--- src/rtl/phase_seq_monitor.sv ---
//==============================================================================
// Module   : phase_seq_monitor
// Purpose  : Receive-side checker for a 4-phase one-hot clock-phase bus.
//            Encodes the phase lines to a 2-bit index, verifies the
//            0->1->2->3->0 rotation, declares lock, counts completed
//            rotations while locked and flags sequence faults.
// Revision : 1.0 - initial release
//------------------------------------------------------------------------------
// Parameters:
//   LOCK_N   consecutive in-order legal samples needed for lock (1..15)
//   CNT_W    width of Cycle_Count
//   HOLD_OK  1 = a repeated identical phase is tolerated (no advance, no error)
//
// Ports:
//   Phase_Count  in   clock, rising edge
//   Clear        in   asynchronous reset, active-high
//   Phase0..3    in   one-hot phase lines
//   Err_Clr      in   synchronous clear of Seq_Err (and Err_Count)
//   Phase_Idx    out  [1:0] index of the last legal sample
//   Phase_Valid  out  last sample was exactly one-hot
//   Locked       out  rotation verified (tracking)
//   Seq_Err      out  sticky sequence-fault flag
//   Cycle_Count  out  [CNT_W-1:0] completed 3->0 rotations while locked
//   Err_Count    out  [7:0] saturating fault counter
//                     (present only when PHASE_ERR_CNT_EN is defined)
//
// Optional build macro: PHASE_ERR_CNT_EN
//==============================================================================
`default_nettype none

module phase_seq_monitor #(
    parameter int LOCK_N  = 4,
    parameter int CNT_W   = 8,
    parameter bit HOLD_OK = 1'b0
) (
    input  logic             Phase_Count,
    input  logic             Clear,
    input  logic             Phase0,
    input  logic             Phase1,
    input  logic             Phase2,
    input  logic             Phase3,
    input  logic             Err_Clr,
    output logic [1:0]       Phase_Idx,
    output logic             Phase_Valid,
    output logic             Locked,
    output logic             Seq_Err,
    output logic [CNT_W-1:0] Cycle_Count
`ifdef PHASE_ERR_CNT_EN
    ,
    output logic [7:0]       Err_Count
`endif
);

    localparam logic [3:0]       LOCK_TARGET = 4'(LOCK_N);
    localparam logic [CNT_W-1:0] CNT_ONE     = CNT_W'(1);

    typedef enum logic [1:0] {
        HUNT    = 2'd0,
        LOCKING = 2'd1,
        TRACK   = 2'd2,
        FAULT   = 2'd3
    } state_t;

    state_t     state;
    logic [1:0] prev_idx;
    logic [3:0] good;

    // ------------------------------------------------------------------
    // One-hot decode of the sampled phase lines
    // ------------------------------------------------------------------
    logic [3:0] phases;
    logic       legal;
    logic [1:0] idx;
    logic [1:0] next_idx;
    logic       in_order;
    logic       hold;
    logic [3:0] good_inc;

    assign phases = {Phase3, Phase2, Phase1, Phase0};

    always_comb begin
        legal = 1'b0;
        idx   = 2'd0;
        case (phases)
            4'b0001: begin legal = 1'b1; idx = 2'd0; end
            4'b0010: begin legal = 1'b1; idx = 2'd1; end
            4'b0100: begin legal = 1'b1; idx = 2'd2; end
            4'b1000: begin legal = 1'b1; idx = 2'd3; end
            default: begin legal = 1'b0; idx = 2'd0; end
        endcase
    end

    // 2-bit arithmetic gives the mod-4 successor for free
    assign next_idx = prev_idx + 2'd1;
    assign in_order = legal && (idx == next_idx);
    assign hold     = legal && (idx == prev_idx);
    assign good_inc = good + 4'd1;

    // ------------------------------------------------------------------
    // Sequence FSM with registered outputs
    // ------------------------------------------------------------------
    always_ff @(posedge Phase_Count or posedge Clear) begin
        if (Clear) begin
            state       <= HUNT;
            prev_idx    <= 2'd0;
            good        <= 4'd0;
            Phase_Idx   <= 2'd0;
            Phase_Valid <= 1'b0;
            Locked      <= 1'b0;
            Seq_Err     <= 1'b0;
            Cycle_Count <= '0;
`ifdef PHASE_ERR_CNT_EN
            Err_Count   <= 8'd0;
`endif
        end else begin
            Phase_Valid <= legal;
            if (legal) begin
                Phase_Idx <= idx;
            end

            // Clear first; a fault raised below on the same edge overrides it
            if (Err_Clr) begin
                Seq_Err <= 1'b0;
`ifdef PHASE_ERR_CNT_EN
                Err_Count <= 8'd0;
`endif
            end

            case (state)
                HUNT: begin
                    if (legal) begin
                        prev_idx <= idx;
                        good     <= 4'd1;
                        if (LOCK_TARGET == 4'd1) begin
                            state  <= TRACK;
                            Locked <= 1'b1;
                        end else begin
                            state  <= LOCKING;
                        end
                    end
                end

                LOCKING: begin
                    if (!legal) begin
                        state <= HUNT;
                        good  <= 4'd0;
                    end else if (in_order) begin
                        prev_idx <= idx;
                        good     <= good_inc;
                        if (good_inc == LOCK_TARGET) begin
                            state  <= TRACK;
                            Locked <= 1'b1;
                        end
                    end else if (hold && HOLD_OK) begin
                        // tolerated repeat: nothing changes
                    end else begin
                        // out-of-order legal sample restarts the lock count
                        prev_idx <= idx;
                        good     <= 4'd1;
                    end
                end

                TRACK: begin
                    if (in_order) begin
                        prev_idx <= idx;
                        if (idx == 2'd0) begin
                            Cycle_Count <= Cycle_Count + CNT_ONE;
                        end
                    end else if (hold && HOLD_OK) begin
                        // tolerated repeat: nothing changes
                    end else begin
                        state   <= FAULT;
                        Locked  <= 1'b0;
                        Seq_Err <= 1'b1;
`ifdef PHASE_ERR_CNT_EN
                        if (Err_Clr) begin
                            Err_Count <= 8'd1;
                        end else if (Err_Count != 8'hFF) begin
                            Err_Count <= Err_Count + 8'd1;
                        end
`endif
                    end
                end

                FAULT: begin
                    // one-cycle penalty; the sample on this edge is ignored
                    state <= HUNT;
                    good  <= 4'd0;
                end

                default: begin
                    state <= HUNT;
                    good  <= 4'd0;
                end
            endcase
        end
    end

endmodule

`default_nettype wire
--- config.mk ---
export PLATFORM = sky130hd
export DESIGN_NAME = phase_seq_monitor
export DESIGN_NICKNAME = d
export VERILOG_FILES = /design/src/rtl/phase_seq_monitor.sv
export SDC_FILE = /design/constraint.sdc
export NUM_CORES = 1
export LEC_CHECK = 0
export ABC_AREA = 1
export CAP_MARGIN = 20
export CORE_UTILIZATION = 47
export DETAILED_ROUTE_END_ITERATION = 6
export PLACE_DENSITY = 0.74
export RECOVER_POWER = 25
export SETUP_SLACK_MARGIN = 0.1
export SLEW_MARGIN = 20
export SYNTH_ARGS = -nofsm -noshare
export SYNTH_HDL_FRONTEND = slang
export SYNTH_SLANG_ARGS = --single-unit
--- constraint.sdc ---
create_clock -name Phase_Count -period 1.37 [get_ports Phase_Count]
set_input_delay 0.3425 -clock Phase_Count [delete_from_list [all_inputs] [get_ports Phase_Count]]
set_output_delay 0.3425 -clock Phase_Count [all_outputs]
set_load 0.005 [all_outputs]
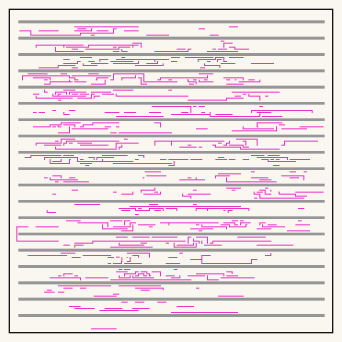
(run_1/layer_met1.png)
Scale: 6 px per um. Supply wires on this layer in gray.
longest straight run: 18.4 um
share of all routed wire: 42%
nets with wire on the layer: 196

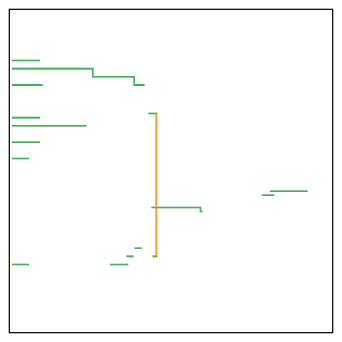
(run_1/wires.png)
Scale: 6 px per um. Only two layers are drawn.
| color | layer | wire length |
|---|---|---|
| orange | metal 4 | 23.8 um |
| green | metal 3 | 82.5 um |

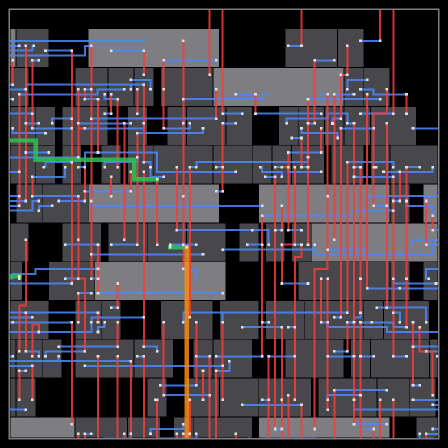
(run_1/detail.png)
Window x 12 to 42, y 23 to 53 um. Cells in gray, sequential cells in the stronger gray; small squares are vias.
| color | layer |
|---|---|
| orange | metal 4 |
| red | metal 2 |
| green | metal 3 |
| blue | metal 1 |
netlist names of flops here include: Cycle_Count (3)
cells with their middle in the window: 87
most frequent: nand2_1 (13), buf_4 (11), inv_1 (9)
sequential cells in the window: 7

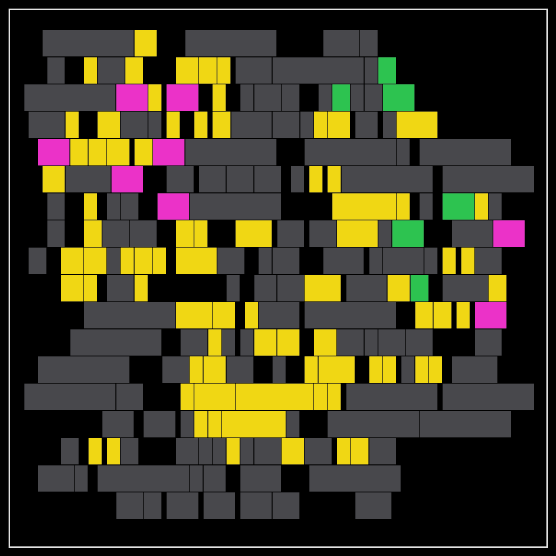
(run_1/logic_types.png)
Scale: 10 px per um.
| color | family | cells |
|---|---|---|
| green | inverting AOI/OAI gates | 6 |
| magenta | XOR/XNOR gates | 8 |
| yellow | NAND gates | 78 |

==> results.txt, run 1 <==
Figures from the flow reports.

Outcome:
- The flow ran to the end, but the final reports show violations.
- The final reports fail on setup timing.

Synth:
- The run puts the synthesized area per cell at 8.04 um^2.
- Per the synth log, the flip-flop and latch total comes to 21.
- The number of nets in the synthesized netlist is 166.
- The run puts the sequential element share of the synthesized area at 0.419.
- The run puts the count of library flops with an enable pin at 0.
- The run gives the summed standard-cell area reported by yosys as 1250 um^2.
- The run gives the post-synthesis cell count from yosys as 156.

Critical path:
- The run gives the standard cell with the maximum stage delay on the critical path as dfrtp_1.
- STA shows the worst reg2reg path with a cell count of 12.
- The worst setup path is launched from a flip-flop.
- The run gives the cell repeated most along the worst path as nand2_2.
- The data required time reported for the critical path is 1610 ps.
- Along the critical path, the tally of buffer and inverter instances is 4.
- Per STA, the worst path accumulates the most delay in the family simple AND/OR/NAND/NOR gates.
- The run gives the data arrival time at the worst-slack endpoint as 1680 ps.

STA:
- The run puts the final hold violation count at 0.
- Per the slew report, the remaining headroom to the max-slew limit stands at 0.648.
- The run gives the maximum operating frequency as 698 MHz.
- The final layout reports a setup TNS of -561 ps.
- In the post-route analysis, the smallest setup slack over all paths is -63.3 ps.
- Setup repair after global routing could not meet its margin everywhere.
- Counting pins that exceed their max-slew limit in the final report gives 0.
- From the final report, the count of setup violators was given as 14.
- The run puts the actual slew at the worst max-slew pin at 528 ps.

Placement:
- After its last routability iteration, the placer logged a weighted congestion of 0.858.
- The run puts the number of port buffers at 19.
- Per the detailed placement report, the placed cell area equals 1630 um^2.

Die:
- The run gives the height of the die as 53.6 um.
- Per the OpenROAD floorplan log, the area of the die is 2880 um^2.
- During tapcell insertion the tool placed 30 well taps.
- The run gives the row count as 18.

Cells and area:
- The layout report gives the register share of total cell area as 0.300.
- The final layout report lists a filler cell count of 197.
- The run puts the fraction of final layout cells sized beyond drive strength 1 at 0.409.
- In the final layout, excluding clock buffers the buffer count is 48.
- The largest registers in the layout are Cycle_Count: 8 flops, good: 4 flops.
- The register with the most flip-flops in the layout has 8 of them.
- The biggest slice of the area belongs to logic gates.
- Measured on the final layout, buffering overhead outside the clock network stands at 0.202.
- The run puts the final sequential cell count at 21.
- The run puts the number of inverters outside the clock class in the layout at 24.
- The library cell used most frequently in the layout, excluding fill and tap cells, is nand2_1.
- The run gives the count of clock buffers in the final design as 4.

Power:
- The run puts the switching component of the power at 479 uW.
- The run gives the part of the power in registers as 0.491.
- The run gives the heaviest power group as registers.
- The run puts the internal cell power at 960 uW.
- The report lists the power per cell area as 821 nW/um^2.
- The share of total power dissipated in combinational logic is 0.299.
- In this run, power in combinational logic comes to 429 uW.

GRT:
- The via count of the first global-routing pass came to 1122.
- The run gives the overall routing resource usage as 0.215.
- The run gives the maximum number of pins on one net before global-route repair as 22.
- The run gives the number of antenna violations at the first check in global routing as 0.
- The first global-routing pass estimated 4440 um of wire.

CTS:
- The run puts the insertion delay at the late pin of the worst-skew pair at 300 ps.
- The run gives the number of H-tree branching levels as 1.

Routing:
- The iteration count recorded for the first detailed-route pass is 4.
- The run gives the routed wire length as 2750 um.
- The run gives the number of violations reported at the end of detailed-routing iteration 0 as 28.
- The run gives the detail-routed net length per standard cell as 11.6 um.
## run 1: cells in the mapped netlist (2+ instances only)
cell type / n
nand2_2: 4
inv_2: 5
nand3_2: 3
nand4_1: 2
ha_1: 3
nand3_1: 15
dfrtp_1: 21
nor2_4: 5
nand2_1: 50
xor2_1: 4
nand2_4: 2
o21ai_1: 2
xnor2_1: 4
inv_1: 18
nor2_1: 9
a21oi_1: 2
## run 1: cells by family (layout without fill, tap and decap cells)
| family | Yosys count | in the layout | share of synthesized area |
|---|---|---|---|
| and+or+nand+nor | 93 | 93 | 0.389 |
| buffers and inverters | 24 | 76 | 0.0719 |
| DFF | 21 | 21 | 0.419 |
| adders and majority gates | 3 | 3 | 0.0299 |
| AOI/OAI and AO/OA | 7 | 7 | 0.0339 |
| xor gates and xnor gates | 8 | 8 | 0.0559 |
## run 1: routing by layer
layer  part of all wire  GRT usage
met1               0.42      0.252
met2               0.54      0.381
met3              0.030     0.0395
met4             0.0084     0.0877
met5                  0          0
## run 1: metrics by stage
step	setup WS, ps	std cells	total power, uW
after floorplan	86.5	156	948
after global placement	-535	223	1090
after detailed placement	-595	223	1100
after CTS	-67.5	235	1400
after global routing	-182	238	1520
final	-63.3	238	1440
## run 1: path summary, 6_finish.rpt
| path | from | to | slack (ps) |
|---|---|---|---|
| hold / removal | state[0] | good[0] | 530 |
| setup reg to reg | prev_idx[0] | good[3] | -60 |
| max in group asynchronous | Clear | state[0] | 440 |
| min in group asynchronous | Clear | Phase_Idx[1] | 580 |
| setup / recovery | prev_idx[0] | good[3] | -60 |
| hold reg to reg | state[0] | good[0] | 530 |
## run 1: worst reg2reg max path, delay by kind of cell, from the launching register on
family          cells  cell delay (ps)
compound gates      1               60
simple gates        7              570
buf+inv             4              300
flops               1              420
==> run_1/congestion.png <==
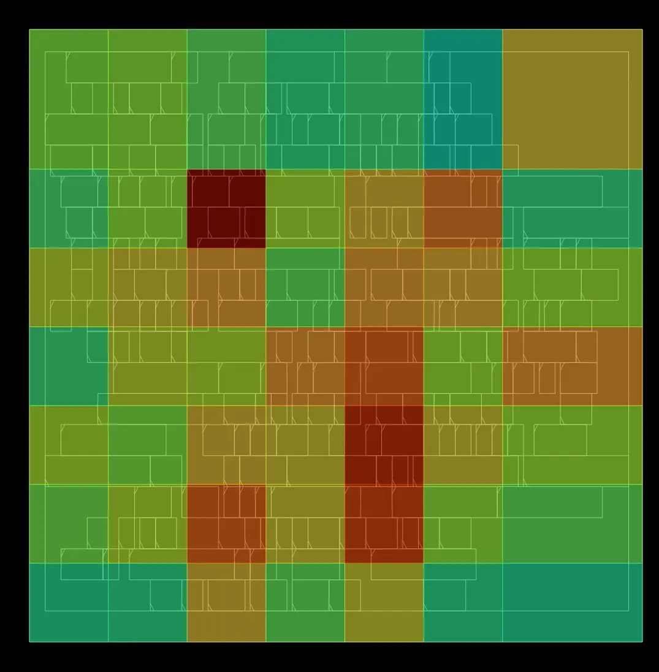

==> run 1 -> run 2 <==
--- a/config.mk
+++ b/config.mk
@@ -7,6 +7,7 @@
 export LEC_CHECK = 0
 export ABC_AREA = 1
 export CAP_MARGIN = 20
+export CORE_MARGIN = 3
 export CORE_UTILIZATION = 47
 export DETAILED_ROUTE_END_ITERATION = 6
 export PLACE_DENSITY = 0.74
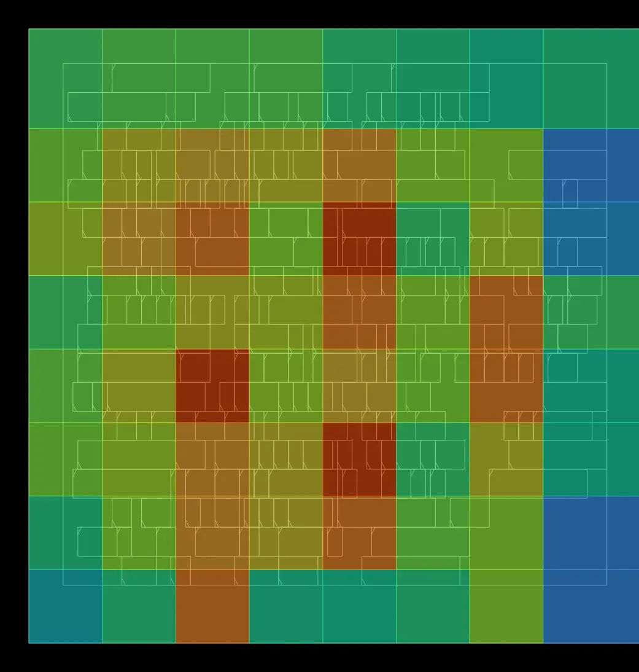
(run_2/congestion.png)
average wire length per cell after detail routing: 11.6 um
met1 global-route usage: 0.226
gr usage total: 0.186
final core utilization: 0.700

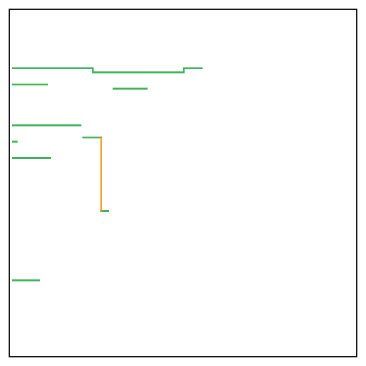
(run_2/wires.png)
Scale: 6 px per um. Only two layers are drawn.
via count: 1165
Detailed Route WL: 2790 um

==> run 2 against run 1 <==
The run still ends with setup timing left. Final cell count grew 0.84%. Die area increased by 15%. Critical path depth shrank 2. Synthesized area unchanged. Clock skew is essentially flat. Worst hold slack worse by 45 ps. Register-to-register slack improved by 20 ps. Power down 0.36%. Sequential share of layout area about the same. Critical endpoint is now Cycle_Count[3]. Highest routed layer unchanged.
==> results.txt, run 2 <==
Figures from the flow reports.

Synth:
- The run gives the synthesized area per cell as 8.04 um^2.
- The synthesized netlist has a Yosys-reported chip area of 1250 um^2.
- In this run, synthesis inferred 0 flip-flops with an integrated enable.
- The most common cell in the synthesized netlist is nand2_1.
- The run puts the post-synthesis cell count from yosys at 156.
- For reference, the top cells by count after synthesis are nand2_1, dfrtp_1, inv_1, nand3_1, nor2_1.

Power:
- The run gives the switching component of the power as 470 uW.
- Cell internal power was estimated by the tool at 963 uW.
- The share of total power dissipated in sequential elements is 0.491.

STA:
- The run puts the number of max-slew violations in the final report at 0.
- Setup repair after global routing could not meet its margin everywhere.
- The run gives the final count of negative-setup-slack endpoints as 9.
- The run gives the actual slew at the worst max-slew pin as 526 ps.
- Timing would allow up to 707 MHz.
- The run puts the headroom to the max-slew limit at 0.649.
- The run gives the worst path setup slack after routing as -45.0 ps.

Placement:
- The run gives the number of port buffers as 19.
- Per the detailed placement report, the placed cell area equals 1620 um^2.
- The run gives the worst setup slack before clock tree synthesis as -606 ps.
- The run gives the final weighted congestion in routability-driven placement as 0.767.
- Including well taps, the total number of placed cells is 222.

GRT:
- The run gives the number of antenna violations at the first check in global routing as 0.
- The first global-routing pass estimated 4930 um of wire.
- The global router reports that the layer with the highest usage is met2.
- The run gives the maximum number of pins on one net before global-route repair as 22.
- For this run, global-route usage on met2 was measured as 0.342.

Cells and area:
- The registers reported with the highest flop counts are Cycle_Count: 8 flops, good: 4 flops.
- The run gives the layout filler cell count as 199.
- The run puts the fraction of final layout cells sized beyond drive strength 1 at 0.429.
- The run puts the flip-flop count of the largest register, all copies and words added at 8.
- The run gives the number of standard cells in the final layout excluding fillers as 240.

Routing:
- The run puts the length of routed met3 wiring at 70 um.
- The run gives the number of violations reported at the end of detailed-routing iteration 0 as 32.
- The run puts the amount of wire on met2 after detailed routing at 1500 um.

Critical path:
- The run gives the cell repeated most along the worst path as nand2_1.
- The run gives the data required time of the worst path as 1570 ps.
- The worst setup path is launched from a flip-flop.
- The script reports the combined buffer and inverter count of the critical path as 2.
- The kind of cell with the highest combined delay along the critical path is simple AND/OR/NAND/NOR gates.
- The run gives the data arrival time at the worst-slack endpoint as 1620 ps.

Outcome:
- The run finished, with violations left.
- The checks that failed: setup timing.

CTS:
- CTS built an H-tree with a depth of 1.

Die:
- The vertical die dimension reported for this design is 57.6 um.
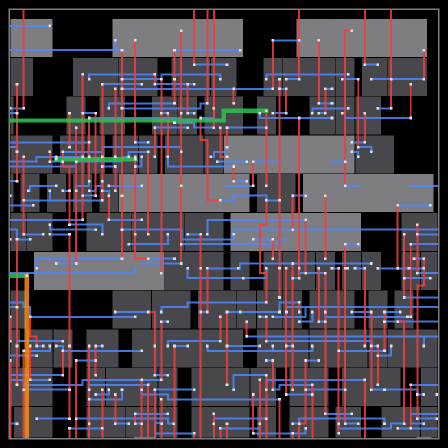
(run_2/detail.png)
Window x 14 to 44, y 25 to 55 um. Cells in gray, sequential cells in the stronger gray; small squares are vias.

run 2: layout make-up:
cell class | instances | share of cell area
flip-flops and latches | 21 | 0.300
multi-input cells | 111 | 0.405
well taps | 30 | 0.0214
repair buffers | 50 | 0.204
clock buffers | 4 | 0.0150
inverters | 24 | 0.0543
run 2: final timing paths:
check | startpoint | endpoint | depth (start not counted)
hold reg to reg | state[0] | good[0] | 1
setup reg to reg | prev_idx[1] | Cycle_Count[3] | 10
min in group asynchronous | Clear | Phase_Idx[1] | 3
hold / removal | state[0] | good[0] | 1
max in group asynchronous | Clear | Locked | 3
setup / recovery | prev_idx[1] | Cycle_Count[3] | 10
run 2: power by group through the flow:
stage | clock, uW | sequential [uW] | combinational (uW)
5_1_grt | 334 | 711 | 476
3_5_place_dp | 0 | 717 | 382
4_1_cts | 303 | 704 | 395
6_report | 300 | 703 | 430
3_3_place_gp | 0 | 716 | 373
2_1_floorplan | 0 | 717 | 231
run 2: stage by stage:
step                total power, uW   util  TNS [ps]
floorplan                       948      -         0
global placement               1090  0.650     -9490
detailed placement             1100  0.650    -10570
CTS                            1400  0.695      -176
global route                   1520  0.700     -1490
finish                         1430  0.700      -276
run 2: repair_timing:
item | 4_1_cts | 5_1_grt
setup buffers | 10 | 4
endpoints found under the setup margin | 32 | 29
gates resized | 42 | 25
hold buffers | 0 | 0
pin swaps | 9 | 10
gates cloned | 0 | 0
run 2: cells by family after synthesis:
family / after synthesis / synth area share
and+or+nand+nor: 93 / 0.389
DFF: 21 / 0.419
AOI/OAI and AO/OA: 7 / 0.0339
buffers and inverters: 24 / 0.0719
adders and majority gates: 3 / 0.0299
xor gates and xnor gates: 8 / 0.0559
==> run 2 -> run 3 <==
--- a/config.mk
+++ b/config.mk
@@ -8,9 +8,9 @@
 export ABC_AREA = 1
 export CAP_MARGIN = 20
 export CORE_MARGIN = 3
-export CORE_UTILIZATION = 47
+export CORE_UTILIZATION = 50
 export DETAILED_ROUTE_END_ITERATION = 6
-export PLACE_DENSITY = 0.74
+export PLACE_DENSITY = 0.75
 export RECOVER_POWER = 25
 export SETUP_SLACK_MARGIN = 0.1
 export SLEW_MARGIN = 20
==> constraint.sdc (replaced) <==
create_clock -name Phase_Count -period 1.4 [get_ports Phase_Count]
set_input_delay 0.35 -clock Phase_Count [delete_from_list [all_inputs] [get_ports Phase_Count]]
set_output_delay 0.35 -clock Phase_Count [all_outputs]
set_load 0.02 [all_outputs]
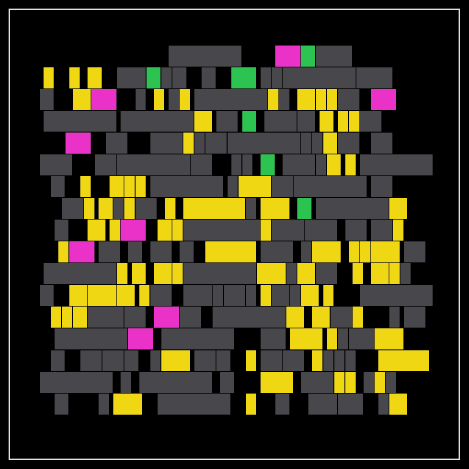
(run_3/logic_types.png)
Scale: 8 px per um.
share of the final layout cell area in multi-input gates: 0.407
most used logic cell in the final layout: nand2_1
final standard cell count with taps included and fillers excluded: 236

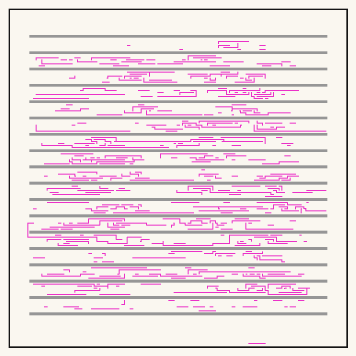
(run_3/layer_met1.png)
Scale: 6 px per um. Supply wires on this layer in gray.
Detailed Route WL: 3060 um
met1 global-route usage: 0.243
via count: 1171

==> run 3 against run 2 <==
The flow still finishes with violations (setup timing). Maximum frequency down 9.6%. Final cell count down 1.7%. Highest routed layer unchanged. Critical path depth up 1. Largest power group unchanged. Non-clock buffer count down 2. Routed wire length up 9.7%. Via count up 0.52%. Cell area down 0.93%.
==> results.txt, run 3 <==
Figures from the flow reports.

Synth:
- The run gives the post-synthesis cell count from yosys as 156.
- Among all cell types in the netlist, the one instantiated most often is nand2_1.
- The synthesized netlist has a Yosys-reported chip area of 1250 um^2.
- The synthesis run shows the most used standard cells to be nand2_1, dfrtp_1, inv_1, nand3_1, nor2_1.
- The run gives the count of library flops with an enable pin as 0.
- A synthesized cell averages 8.04 um^2.

Critical path:
- The critical path ends at good[0].
- On the critical path the largest part of the delay comes from simple AND/OR/NAND/NOR gates.
- The run gives the total stage count of the critical path as 11.
- The worst register-to-register path begins at prev_idx[1].
- The run gives the worst setup slack for register-to-register paths as -160 ps.
- The critical path starts at prev_idx[1].
- The run gives the data required time of the worst path as 1600 ps.
- The run puts the total buffers and inverters traversed by the critical path at 4.

STA:
- The run puts the final hold violation count at 0.
- After layout, the worst setup slack is -165 ps.
- The run gives the final count of negative-setup-slack endpoints as 16.
- In the final report, the number of pins over their slew limit comes to 0.
- The run puts the actual slew at the worst max-slew pin at 527 ps.

Power:
- Ranked by power, first place goes to registers.
- Per the OpenROAD power report, switching power amounts to 485 uW.
- The power report attributes to the combinational group a share of 0.305.
- In this run, power in the clock network comes to 297 uW.
- The run gives the power of the combinational group as 433 uW.
- The run gives the part of the power in registers as 0.486.

GRT:
- The run puts the maximum number of pins on one net before global-route repair at 22.

Outcome:
- The flow ran to the end, but the final reports show violations.
- The checks that failed: setup timing.

Placement:
- The run puts the number of port buffers at 19.

Min path:
- The run gives the end of the worst hold path as Phase_Idx[1].
- The run gives the depth of the worst hold-timing path as 2.
- Looking at hold timing, the worst path starts from Phase_Idx[1].

CTS:
- The later pin in the worst-skew pair is clocked with a latency of 310 ps.

Routing:
- For this run, the detailed router's first-pass iteration total came to 4.
- Dividing the detail-routed wire length by the instance count gives 13.0 um.

Cells and area:
- In the final layout, the registers with the most flip-flops are Cycle_Count: 8 flops, good: 4 flops.
- Counting the fill cells in the layout gives 170.

Die:
- The run puts the height of the die at 56.1 um.
- The run gives the die footprint as 3140 um^2.
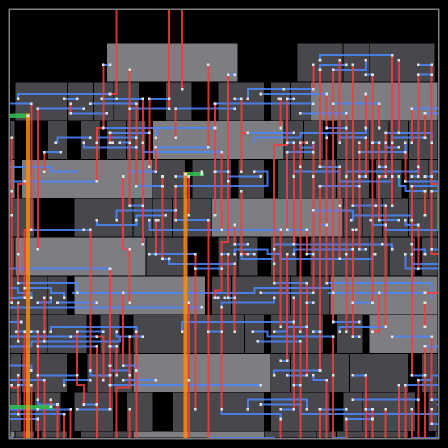
(run_3/detail.png)
Window x 13 to 43, y 24 to 54 um. Cells in gray, sequential cells in the stronger gray; small squares are vias.
| color | layer |
|---|---|
| red | metal 2 |
| blue | metal 1 |
| orange | metal 4 |
| green | metal 3 |
most frequent: nand2_1 (15), inv_1 (11), dfrtp_1 (9)
sequential cells in the window: 10
netlist names of flops here include: good (3), Cycle_Count (2)
cells with their middle in the window: 83

==> run 3: cell types whose count changed in the layout (fill, tap and decap cells not counted), sizes merged <==
cell / before / now
clkdlybuf4s15: 4 / 2
clkbuf: 17 / 4
buf: 31 / 41
dlygate4sd2: 0 / 2
clkinv: 1 / 2
==> run 3: cells by family after synthesis <==
logic type / Yosys count / share of synthesized area
adders and majority gates: 3 / 0.0299
DFF: 21 / 0.419
xor gates and xnor gates: 8 / 0.0559
and+or+nand+nor: 93 / 0.389
AOI/OAI and AO/OA: 7 / 0.0339
buffers and inverters: 24 / 0.0719
==> run 3: area by class of cell <==
cell class                      instances  area (um^2)  area share
Multi-Input combinational cell        111          706       0.407
Clock inverter                          1         5.00     0.00289
Inverter                               24         90.1      0.0519
Clock buffer                            3         22.5      0.0130
Tap cell                               28         35.0      0.0202
Timing Repair Buffer                   48          349       0.201
Sequential cell                        21          527       0.304
==> run 3: metrics by stage <==
step                      hold slack [ps]  power [uW]  utilization  cell area (um^2)  setup WS (ps)
final                                 495        1420        0.755              1730           -165
after global routing                  541        1510        0.755              1730           -234
after CTS                             385        1390        0.725              1670          -57.7
after detailed placement              475        1100        0.720              1650           -603
after global placement                460        1080        0.720              1650           -506
after floorplan                       327         939            -              1260            107
==> run 3: per-layer routing <==
metal / part of all wire / global-route usage / vias to the layer above / wire, um
met2: 0.53 / 0.357 / 18 / 1630
li1: - / - / 585 / -
met4: 0.022 / 0.0814 / 0 / 68
met1: 0.41 / 0.243 / 562 / 1270
met3: 0.030 / 0.0255 / 6 / 93
met5: 0 / 0 / - / 0
==> run 3: repair_timing <==
item | 4_1_cts | 5_1_grt
pin swaps | 11 | 10
hold buffers | 0 | 0
gates resized | 69 | 13
setup endpoints to repair | 32 | 20
setup buffers | 1 | 5
gates cloned | 0 | 0
No activity file was given, so power comes from the tool's default toggle rates.
